`src/rtl/rne_pkg.sv`:
```
// Shared types and constants for the round-to-nearest-even datapath.
package rne_pkg;

    localparam int unsigned FRAC_W  = 8;
    localparam int unsigned EXP_W   = 8;
    localparam int unsigned TRAIL_W = 2;

    // Exponent value reserved for infinity/NaN; rounding saturates here.
    localparam logic [EXP_W-1:0] EXP_ALL_ONES = '1;

    // Decided beat held between the decide and apply stages.
    typedef struct packed {
        logic              sign;
        logic [EXP_W-1:0]  exp;
        logic [FRAC_W-1:0] frac;
        logic              round_up;
        logic              inexact;
    } s1_payload_t;

    // Rounded beat presented on the output side.
    typedef struct packed {
        logic              sign;
        logic [EXP_W-1:0]  exp;
        logic [FRAC_W-1:0] frac;
        logic              inexact;
        logic              overflow;
    } s2_payload_t;

endpackage

```
`src/rtl/rne_round_decide.sv`:
```
// Round-to-nearest-even decision from the fraction LSB and the discarded bits.
// Purely combinational so it can be dropped into other rounding sites.
module rne_round_decide #(
    parameter int unsigned TRAILING_BITS = 2
) (
    input  logic                     frac_lsb,
    input  logic [TRAILING_BITS-1:0] trailing,
    input  logic                     sticky,
    input  logic                     exp_max,
    output logic                     round_up,
    output logic                     inexact
);

    logic round_bit;
    logic sticky_all;

    assign round_bit = trailing[TRAILING_BITS-1];

    // Everything below the round bit collapses into one sticky term.
    if (TRAILING_BITS > 1) begin : g_multi_trailing
        assign sticky_all = sticky | (|trailing[TRAILING_BITS-2:0]);
    end else begin : g_single_trailing
        assign sticky_all = sticky;
    end

    // Ties go to even; an all-ones exponent is never rounded.
    assign round_up = round_bit & (sticky_all | frac_lsb) & ~exp_max;
    assign inexact  = round_bit | sticky_all;

endmodule

```
`src/rtl/rne_round_pipe.sv`:
```
// Two-stage pipelined round-to-nearest-even with valid/ready on both sides.
// Stage 1 decides the round-up, stage 2 applies the increment and carry.
module rne_round_pipe
    import rne_pkg::*;
#(
    parameter int unsigned FRAC          = FRAC_W,
    parameter int unsigned EXP           = EXP_W,
    parameter int unsigned TRAILING_BITS = TRAIL_W
) (
    input  logic                     clock,
    input  logic                     reset,
    input  logic                     inValid,
    output logic                     inReady,
    input  logic                     inSign,
    input  logic [EXP-1:0]           inExp,
    input  logic [FRAC-1:0]          inFrac,
    input  logic [TRAILING_BITS-1:0] inTrailing,
    input  logic                     inSticky,
    output logic                     outValid,
    input  logic                     outReady,
    output logic                     outSign,
    output logic [EXP-1:0]           outExp,
    output logic [FRAC-1:0]          outFrac,
    output logic                     outInexact,
    output logic                     outOverflow
);

    s1_payload_t s1_data_d, s1_data_q;
    s2_payload_t s2_data_d, s2_data_q;
    logic        s1_valid_d, s1_valid_q;
    logic        s2_valid_d, s2_valid_q;
    logic        s1_load, s2_load;
    logic        dec_round_up, dec_inexact;
    logic        exp_max;
    logic [FRAC:0]  frac_sum;
    logic [EXP-1:0] exp_inc;

    assign exp_max = (inExp == EXP_ALL_ONES);

    rne_round_decide #(
        .TRAILING_BITS (TRAILING_BITS)
    ) u_decide (
        .frac_lsb (inFrac[0]),
        .trailing (inTrailing),
        .sticky   (inSticky),
        .exp_max  (exp_max),
        .round_up (dec_round_up),
        .inexact  (dec_inexact)
    );

    // Stage advance: no skid buffer, so inReady follows outReady combinationally.
    always_comb begin
        s2_load = !s2_valid_q || outReady;
        s1_load = !s1_valid_q || s2_load;
        inReady = s1_load;
    end

    // Stage 1 next state: capture the decided beat when the stage advances.
    always_comb begin
        s1_valid_d = s1_valid_q;
        s1_data_d  = s1_data_q;
        if (s1_load) begin
            s1_valid_d = inValid;
            if (inValid) begin
                s1_data_d.sign     = inSign;
                s1_data_d.exp      = inExp;
                s1_data_d.frac     = inFrac;
                s1_data_d.round_up = dec_round_up;
                s1_data_d.inexact  = dec_inexact;
            end
        end
    end

    // Stage 2 next state: apply increment, carry into exponent, saturate to infinity.
    always_comb begin
        frac_sum   = {1'b0, s1_data_q.frac} + {{FRAC{1'b0}}, s1_data_q.round_up};
        exp_inc    = s1_data_q.exp + {{(EXP-1){1'b0}}, 1'b1};
        s2_valid_d = s2_valid_q;
        s2_data_d  = s2_data_q;
        if (s2_load) begin
            s2_valid_d = s1_valid_q;
            if (s1_valid_q) begin
                s2_data_d.sign     = s1_data_q.sign;
                s2_data_d.exp      = s1_data_q.exp;
                s2_data_d.frac     = frac_sum[FRAC-1:0];
                s2_data_d.inexact  = s1_data_q.inexact;
                s2_data_d.overflow = 1'b0;
                if (frac_sum[FRAC]) begin
                    // exp is never all-ones here (round-up is suppressed), so
                    // exp_inc cannot wrap; reaching all-ones is the overflow case.
                    s2_data_d.frac     = '0;
                    s2_data_d.exp      = exp_inc;
                    s2_data_d.overflow = (exp_inc == EXP_ALL_ONES);
                end
            end
        end
    end

    // Pipeline registers with synchronous clear of valids and data.
    always_ff @(posedge clock) begin
        if (reset) begin
            s1_valid_q <= 1'b0;
            s2_valid_q <= 1'b0;
            s1_data_q  <= '0;
            s2_data_q  <= '0;
        end else begin
            s1_valid_q <= s1_valid_d;
            s2_valid_q <= s2_valid_d;
            s1_data_q  <= s1_data_d;
            s2_data_q  <= s2_data_d;
        end
    end

    assign outValid    = s2_valid_q;
    assign outSign     = s2_data_q.sign;
    assign outExp      = s2_data_q.exp;
    assign outFrac     = s2_data_q.frac;
    assign outInexact  = s2_data_q.inexact;
    assign outOverflow = s2_data_q.overflow;

endmodule

```
`config.mk`:
```
export PLATFORM = sky130hd
export DESIGN_NAME = rne_round_pipe
export DESIGN_NICKNAME = d
export VERILOG_FILES = /design/src/rtl/rne_pkg.sv /design/src/rtl/rne_round_decide.sv /design/src/rtl/rne_round_pipe.sv
export SDC_FILE = /design/constraint.sdc
export NUM_CORES = 1
export LEC_CHECK = 0
export ABC_AREA = 1
export CAP_MARGIN = 20
export CORE_UTILIZATION = 30
export CTS_BUF_LIST = sky130_fd_sc_hd__clkbuf_4 sky130_fd_sc_hd__clkbuf_8
export DETAILED_ROUTE_END_ITERATION = 7
export REMOVE_ABC_BUFFERS = 1
export SYNTH_ARGS = -nofsm -noshare
export SYNTH_HDL_FRONTEND = slang
export SYNTH_HIERARCHICAL = 1
export SYNTH_SLANG_ARGS = --single-unit
```
`constraint.sdc`:
```
create_clock -name clock -period 1.45 [get_ports clock]
set_input_delay 0.145 -clock clock [delete_from_list [all_inputs] [get_ports clock]]
set_output_delay 0.145 -clock clock [all_outputs]
set_load 0.01 [all_outputs]
```
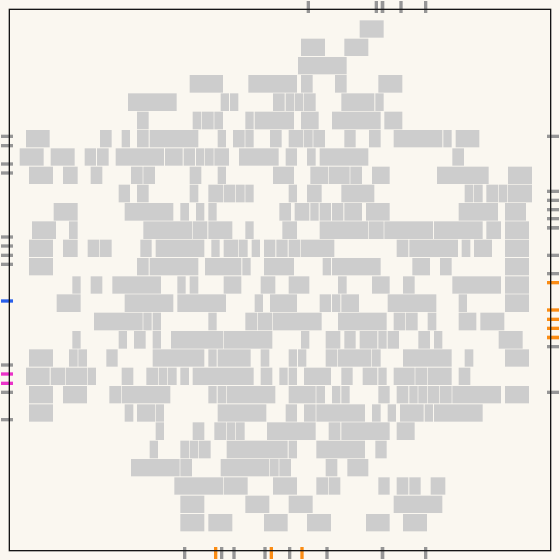
(run_1/pins.png)
Pins as bars across the die edge, other pins in gray.
legend:
  blue:
    port: outInexact
    pins: 1
    direction: output
    edge: left
  orange:
    port: outFrac
    pins: 8
    direction: output
    edge: 5 right, 3 bottom
  magenta:
    port: inTrailing
    pins: 2
    direction: input
    edge: left

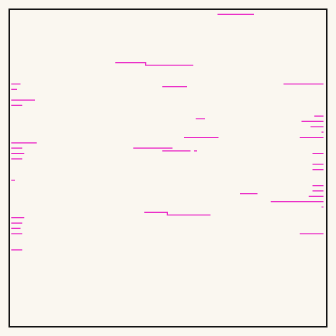
(run_1/met3.png)
nets with wire on the layer: 35
wire length on this layer: 184 um

==> summary.txt, run 1 <==
Notes on the flow outputs.

- The synthesis-to-finish area growth is 44.09%.
- The worst slew slack as a fraction of its limit reads 0.7531.
- The layout has 618 filler cells.
- The count of inserted antenna diode cells is 0.
- The sequential share of power reads 0.509.
- The leakage dissipation is 1.056 nW.
- The chip area reads 6457 um^2.
- The script logs the mean routed wire length per placed instance as 11.34 um.
- The clock-pin transition on the worst setup and hold timing paths is 80 ps.
- The H-tree was split into 2 levels.
- The final reports fail on setup timing.
- Summed over all nets, the switching power comes to ~0.64 mW.
- The worst endpoint required time is 1680 ps.
- Summing all non-filler instances in the final layout gives an area of 2654 um^2.
- For the final routed database, the setup TNS stands at -15.90 ps.
- The fraction of registers with async set or reset after synthesis reads 0.
- The path class of the tightest hold or removal check is in2reg.
- The vertical die dimension is around 80 um.
- The share of total power in the clock network is 0.316.
- The cell area after placement is 2480 um^2.
- The delay of the slowest critical-path stage is 360 ps.
- The clock tree skew after final layout reads between 7 and 8 ps.
- The final setup slack of the worst path reads -15.90 ps.
- The initial standard-cell utilization of the core is 0.3111.
- The area used by multi-input combinational logic reads 954.7 um^2.
- The post-synthesis cell type with the largest instance count is sky130_fd_sc_hd__dfxtp_1.
- The final timing summary puts the cycle share of the worst path at 1.011.
- The number of I/O port buffers is approximately 44.
- Setup repair after global routing could not meet its margin everywhere.
- Before antenna repair, the detailed router went through 4 iterations.
- Measured along the x axis, the die boundary spans between 80 and 90 um.
- The first-pass GRT wire length reads 7279 um.
- In the final report, the number of endpoints failing setup comes to 1.
- Looking at the clock tree report, the maximum root-to-sink buffer count equals 2.
- The final max-slew violation count recorded for this run is 0.
- The sequential-to-total area share from yosys stat reads 0.4348.
- STA shows the worst min-delay path finishing at s1_data_q[18].
- By instance count after routing, the leading logic cell types are sky130_fd_sc_hd__clkdlybuf4s50_1 (43), sky130_fd_sc_hd__dfxtp_1 (37), sky130_fd_sc_hd__nand2_1 (34).
- The number of sinks handled by clock tree synthesis reads 40.
- The worst setup path is captured at a flop.
- The initial detailed-routing violation count reads 61.
- The transition at the pin with the smallest max-transition slack is approximately 370 ps.
- On the critical path the data arrives at 1690 ps.
- The critical hold path startpoint is inSign.
- The number of flip-flops and latches in the synthesized netlist is 40.
- The DRC violation total left in the routed layout is recorded as 0.
- The reg-to-reg critical path endpoint reads outOverflow.
- The post-detailed-route count of antenna-violating nets reads 0.
- The hold-critical path depth is 3.
- The area used by sequential logic in the layout is between 800 and 900 um^2.
- The flow ran to the end, but the final reports show violations.
- The final hold violation count is 0.
- The report lists the number of standard-cell rows as 28.
- The number of max-capacitance violations reported is 0.
- The placeable core region is 5921 um^2.
- The share of power burned in combinational logic reads 0.175.
- By area the synthesized netlist is led by sky130_fd_sc_hd__dfxtp_1 (43%), sky130_fd_sc_hd__a21oi_1 (9.0%), sky130_fd_sc_hd__nand2_1 (7.3%).
- The count of flip-flops with a built-in enable after synthesis reads 0.
- The beginning of the worst register-to-register path is s1_data_q[1].
- The cell sitting at the root of the clock tree is a sky130_fd_sc_hd__clkbuf_8.
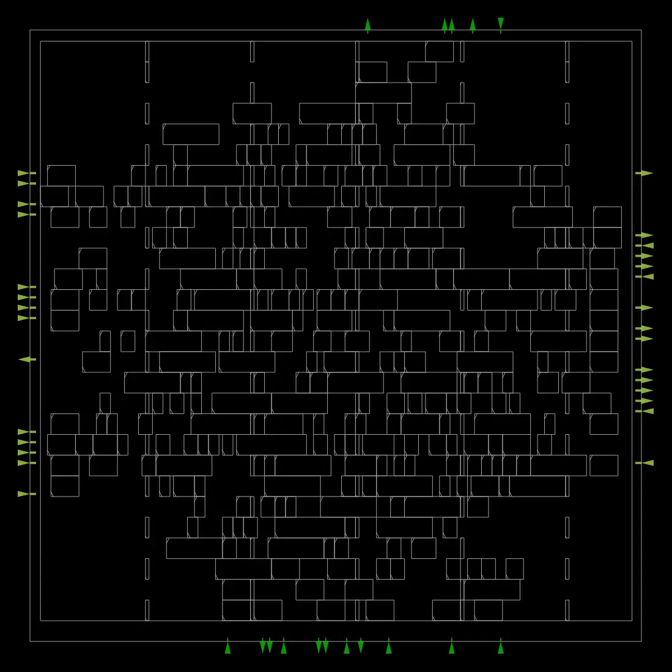
(run_1/final_placement.png)
tapcells inserted: 75
Util after Layout: 0.4482

run 1: critical path, delay by kind of cell (launching register included):
kind                       cells  cell delay, ps
DFF                            1             360
adders and majority gates      2             290
and+or+nand+nor                4             470
AOI/OAI and AO/OA              2             290
run 1: kinds of logic (layout without fill, tap and decap cells):
kind of cell	Yosys count	in the layout	synth area share
AND-OR/OR-AND	71	71	0.2038
XOR/XNOR	3	3	0.01835
adder cells (fa/ha/maj)	4	4	0.02717
buffers and inverters	34	94	0.08560
flip-flops	40	40	0.4348
AND/OR/NAND/NOR	96	97	0.2303
run 1: power by group through the flow:
stage          Sequential [mW]  Combinational, mW  Clock (mW)
2_1_floorplan             1.25              0.171           0
3_3_place_gp              1.25              0.411           0
3_5_place_dp              1.25              0.412           0
4_1_cts                   1.22              0.420       0.781
5_1_grt                   1.24              0.470       0.837
6_report                  1.23              0.422       0.762
run 1: registers in the layout, indices dropped and copies added, names as in the netlist:
signal / flops
s1_valid_q: 1
outExp: 8
s1_data_q: 19
outFrac: 8
outInexact: 1
outSign: 1
outOverflow: 1
outValid: 1
run 1: per-layer routing:
metal  vias to the layer above  part of all wire  global-route usage
li1                        937                 -                   -
met1                       778              0.49              0.1891
met2                        45              0.45              0.2373
met3                         6             0.042             0.03182
met4                         0             0.016             0.04821
met5                         -                 0                   0
run 1: final cells by class:
class                           instances  share of cell area
Multi-Input combinational cell        175              0.3597
Sequential cell                        40              0.3032
Inverter                               25             0.03913
Clock buffer                            6             0.03112
Clock inverter                          2            0.003772
Timing Repair Buffer                   61              0.2277
Tap cell                               75             0.03536
run 1: how the worst max path moves through the flow:
stage                 startpoint           end  slack [ps]  depth (start not counted)
floorplan               outValid  s1_data_q[0]          30                          5
CTS                 s1_data_q[1]    outFrac[6]           2                          8
detailed placement  s1_data_q[1]     outExp[6]         -80                          9
global route        s1_data_q[1]   outOverflow         -80                          8
global placement        outReady       inReady         -30                          4
finish              s1_data_q[1]   outOverflow         -20                          8
run 1: metrics by stage:
| step | utilization | hold WS (ps) |
|---|---|---|
| global placement | 0.4189 | 455.5 |
| global route | 0.4482 | 468.3 |
| finish | 0.4482 | 450.9 |
| detailed placement | 0.4189 | 460.5 |
| floorplan | - | 214.1 |
| CTS | 0.4419 | 454.8 |
run 1: timing repair:
item	4_1_cts	5_1_grt
hold buffers	0	0
cloned	1	0
resized	11	8
buffers inserted	0	1
setup endpoints to repair	16	14
pin swaps	2	8
==> run_1/density.png <==
8 x 8 tiles, from white (low) to dark blue (high), 0 to 100% covered.
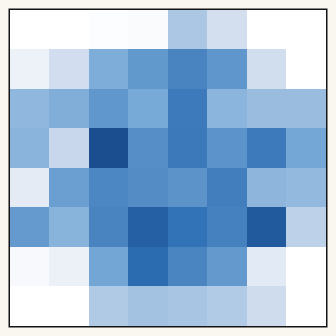

==> run 2: changes to the inputs <==
==> constraint.sdc (replaced) <==
create_clock -name clock -period 1.5 [get_ports clock]
set_input_delay 0.15 -clock clock [delete_from_list [all_inputs] [get_ports clock]]
set_output_delay 0.15 -clock clock [all_outputs]
set_load 0.01 [all_outputs]
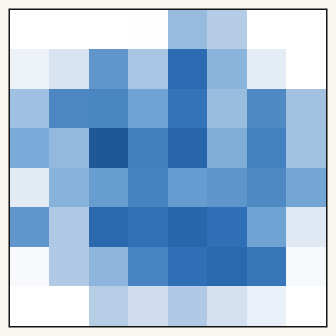
(run_2/density.png)
8 x 8 tiles, from white (low) to dark blue (high), 0 to 100% covered.
tiles over 75% full: 9.4%
densest ninth of the die: center
nearly empty tiles: 16%
effective utilization at floorplan: 0.3111
Placeable Area: 5921 um^2
Util after Layout: 0.4571

==> run 2 against run 1 <==
Net effect: the run now ends clean; sequential share of layout area fell by 0.59 points; hold slack better by 12 ps; global-route usage shrank 0.33 points; final area increased by 2.0%; non-clock buffer count increased by 1; utilization is 0.89 points higher; critical path type unchanged; largest cell class unchanged; largest power group unchanged; highest routed layer unchanged.
==> summary.txt, run 2 <==
Notes on the flow outputs.

- The count of inserted antenna diode cells is 0 (unchanged).
- The number of sinks handled by clock tree synthesis is 40 (unchanged).
- The final worst-path cycle share reads 0.9695 (-0.04151).
- The chip width reads 80.36 um (unchanged).
- The CTS H-tree depth was 2 (unchanged).
- The first-pass GRT wire length came to 7196 um (-1.1%).
- The number of max-capacitance violations reported reads 0 (unchanged).
- The number of placement rows came to 28 (unchanged).
- The count of flip-flops with a built-in enable after synthesis is 0 (unchanged).
- The clock tree from TritonCTS is done.
- The setup total negative slack is 0 ps (+15.90 ps).
- The warning tally printed by Yosys for this design is 6.
- The number of primary I/O pins reads 45.
- The transition at the pin with the smallest max-transition slack came to 244.5 ps (-123.7 ps).
- Yosys attributes the largest share of cell area to sky130_fd_sc_hd__dfxtp_1 (43%), sky130_fd_sc_hd__a21oi_1 (9.0%), sky130_fd_sc_hd__nand2_1 (7.3%).
- The root buffer cell is sky130_fd_sc_hd__clkbuf_8.
- The first-pass iteration count of the detailed router was 4 (unchanged).
- The count of final max-slew check failures is 0 (unchanged).
- The arrival time of the worst setup path is 1640 ps (-50 ps).
- The number of flip-flops and latches in the synthesized netlist is 40 (unchanged).
- The vertical die dimension is 80.36 um (unchanged).
- The number of antenna violations at the first check in global routing was 0.
- The worst slew slack as a fraction of its limit reads 0.8367 (+0.08361).
- The DRC violations left reads 0 (unchanged).
- The finished layout holds 385 standard cells, fillers aside.
- The run finished with clean final reports.
- The met1 layer usage reported by global route is 0.1909 (+0.001838).
- The sequential-to-total area share from yosys stat is 0.4348 (unchanged).
- The worst endpoint required time is 1690 ps (about the same).
- The number of failing setup endpoints in the final timing report is 0 (-1).
- The OpenROAD warning count is 27.
- The net count reported at finish is 337.
- Looking at the hold checks, the worst path lands on s1_data_q[18].
- The number of flip-flops under the largest register name is 19 (unchanged).
- Per the timing report, the most critical flop-to-flop path finishes at outFrac[6].
- The post-detailed-route count of antenna-violating nets reads 0 (unchanged).
- Setup repair after global routing could not meet its margin everywhere.
- The number of hold buffers added after cts was 0 (unchanged).
- The reg2reg setup slack is 50 ps.
- The count of fill cells added during filler insertion is 606 (-1.9%).
- The proportion of netlist area held by the largest area contributor reads 0.4348.
- The instance count of the mapped netlist is 248.
- The synthesized area per cell reads 7.426 um^2.
- Checking hold timing, the worst path is listed with class in2reg.
- The final hold violation count came to 0 (unchanged).
- The register with the most flip-flops reads s1_data_q.
- The number of I/O port buffers is 44 (unchanged).
- The hold slack is 463.3 ps (+12.36 ps).
- The largest vdd supply drop is between 0.0003 and 0.0004 V.
- The routing layer with the top usage in global route reads met2.
- The fraction of registers with async set or reset after synthesis is 0 (unchanged).
- For this design, Yosys synthesis ends with a cell count of 248.
- In the synthesized netlist, the cells that appear most often are sky130_fd_sc_hd__dfxtp_1 (40), sky130_fd_sc_hd__nand2_1 (36), sky130_fd_sc_hd__a21oi_1 (33), sky130_fd_sc_hd__nor2_1 (33), sky130_fd_sc_hd__o21ai_1 (25).
- The synthesis-to-finish area growth is 46.94%.
- The largest area contributor in the netlist reads sky130_fd_sc_hd__dfxtp_1.
- The leakage dissipation reads 1.079 nW (+2.2%).
- The synthesized netlist has a Yosys-reported chip area of 1842 um^2.
- The chip area reads 6457 um^2 (unchanged).
- The met2 track demand over resource was 0.2237 (-0.01356).
- The cell area after placement is 2472 um^2 (-0.30%).
- The clock-pin transition on the worst setup and hold timing paths is 80 ps (about the same).
- The kind of end point of the critical path is a flop.
- The post-route cell area came to 2706 um^2 (+2.0%).
- The buffer depth of the longest clock path is 2 (unchanged).
- The fraction of layout cells with a size suffix above 1 reads 0.1968.
- The hold-critical path depth came to 3 (unchanged).
- The critical hold path startpoint reads inSign.
- The average wire length per cell after detail routing came to 11.12 um (-2.0%).
- The initial detailed-routing violation count reads 80 (+31%).
- The final routed wirelength across all metal layers reads approximately 4300 um.
- Per the cell usage report, the commonest logic cells after layout are sky130_fd_sc_hd__clkdlybuf4s50_1 (43), sky130_fd_sc_hd__dfxtp_1 (37), sky130_fd_sc_hd__nand2_1 (35).
- Among all cell types in the netlist, the one instantiated most often is sky130_fd_sc_hd__dfxtp_1.
- The global routing met3 resource utilization reads 0.03409 (+0.002273).
- The overflow left after global routing reads 0.
- The beginning of the worst register-to-register path reads s1_data_q[2].
- The final weighted congestion recorded by global placement is 0.8003.
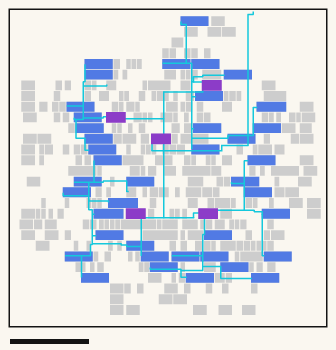
(run_2/clock_map.png)
Bar = 20 um.
legend:
  purple:
    item: cells driving clock nets
    count: 5
  cyan:
    item: clock wires
    length: 468 um
  blue:
    item: flip-flops
    count: 40
routed clock nets: 6
clock network latency to the later pin of the worst-skew pair: 290 ps
clk pwr: 0.752 mW
clock power share: 0.321
post-route clock skew: 8.849 ps

==> run 2: cell count changes in the layout (fill, tap and decap cells not counted), sizes merged <==
cell,change
buf,+1
clkbuf,+1
clkinvlp,+1
clkinv,-2
==> run 2: where the power goes <==
group          internal, mW  switching (mW)  total, mW
registers              1.13          0.0556       1.19
logic                 0.212           0.194      0.406
clock network         0.392           0.360      0.752
total                  1.74           0.610       2.35
==> run 2: layout make-up <==
cell class              instances  area (um^2)  share of cell area
flip-flops and latches         40        804.5              0.2973
clock inverters                 1        7.507            0.002774
well taps                      75        93.84             0.03467
multi-input cells             175        984.7              0.3638
clock buffers                   7        90.09             0.03329
repair buffers                 62        619.3              0.2288
inverters                      25        106.4             0.03930
==> run 2: worst max-delay path: stages (launching register included) <==
cell	delay, ps
sky130_fd_sc_hd__dfxtp_2	360
sky130_fd_sc_hd__ha_4	150
sky130_fd_sc_hd__ha_4	140
sky130_fd_sc_hd__nand2_4	60
sky130_fd_sc_hd__nor2_4	150
sky130_fd_sc_hd__buf_6	120
sky130_fd_sc_hd__nand2_4	50
sky130_fd_sc_hd__nor2_4	80
sky130_fd_sc_hd__xor2_1	160
sky130_fd_sc_hd__a21oi_1	80
==> run 2: timing repair <==
item	4_1_cts	5_1_grt
setup buffers	0	3
endpoints found under the setup margin	12	9
resized	10	18
cloned	0	1
pin swaps	3	8
==> run 2: logic make-up (layout without fill, tap and decap cells) <==
| kind of cell | after synthesis | count (layout) | synth area share |
|---|---|---|---|
| AND-OR/OR-AND | 71 | 71 | 0.2038 |
| XOR/XNOR | 3 | 3 | 0.01835 |
| adder cells (fa/ha/maj) | 4 | 4 | 0.02717 |
| buffers and inverters | 34 | 95 | 0.08560 |
| flip-flops | 40 | 40 | 0.4348 |
| AND/OR/NAND/NOR | 96 | 97 | 0.2303 |
==> run 2: worst max path at each step <==
| stage | end | cells after the start | startpoint | slack (ps) |
|---|---|---|---|---|
| 6_report | outFrac[6] | 9 | s1_data_q[2] | 50 |
| 5_1_grt | outFrac[6] | 9 | s1_data_q[2] | -70 |
| 4_1_cts | outFrac[6] | 9 | s1_data_q[1] | 5 |
| 3_5_place_dp | outExp[6] | 9 | s1_data_q[1] | -40 |
| 3_3_place_gp | inReady | 4 | outReady | 10 |
| 2_1_floorplan | s1_data_q[0] | 5 | outValid | 80 |
==> run 2: layer usage <==
metal / vias up / wire (um)
met2: 40 / 1934
li1: 939 / -
met1: 781 / 2134
met5: - / 0
met4: 0 / 31
met3: 4 / 179
==> run 2: per-stage QoR <==
step | power (mW) | worst slack, ps
floorplan | 1.379 | 75.03
global route | 2.480 | -68.27
global placement | 1.601 | 10.39
finish | 2.345 | 45.82
CTS | 2.364 | 5.194
detailed placement | 1.602 | -44.48
Power and IR drop assume default switching activity.
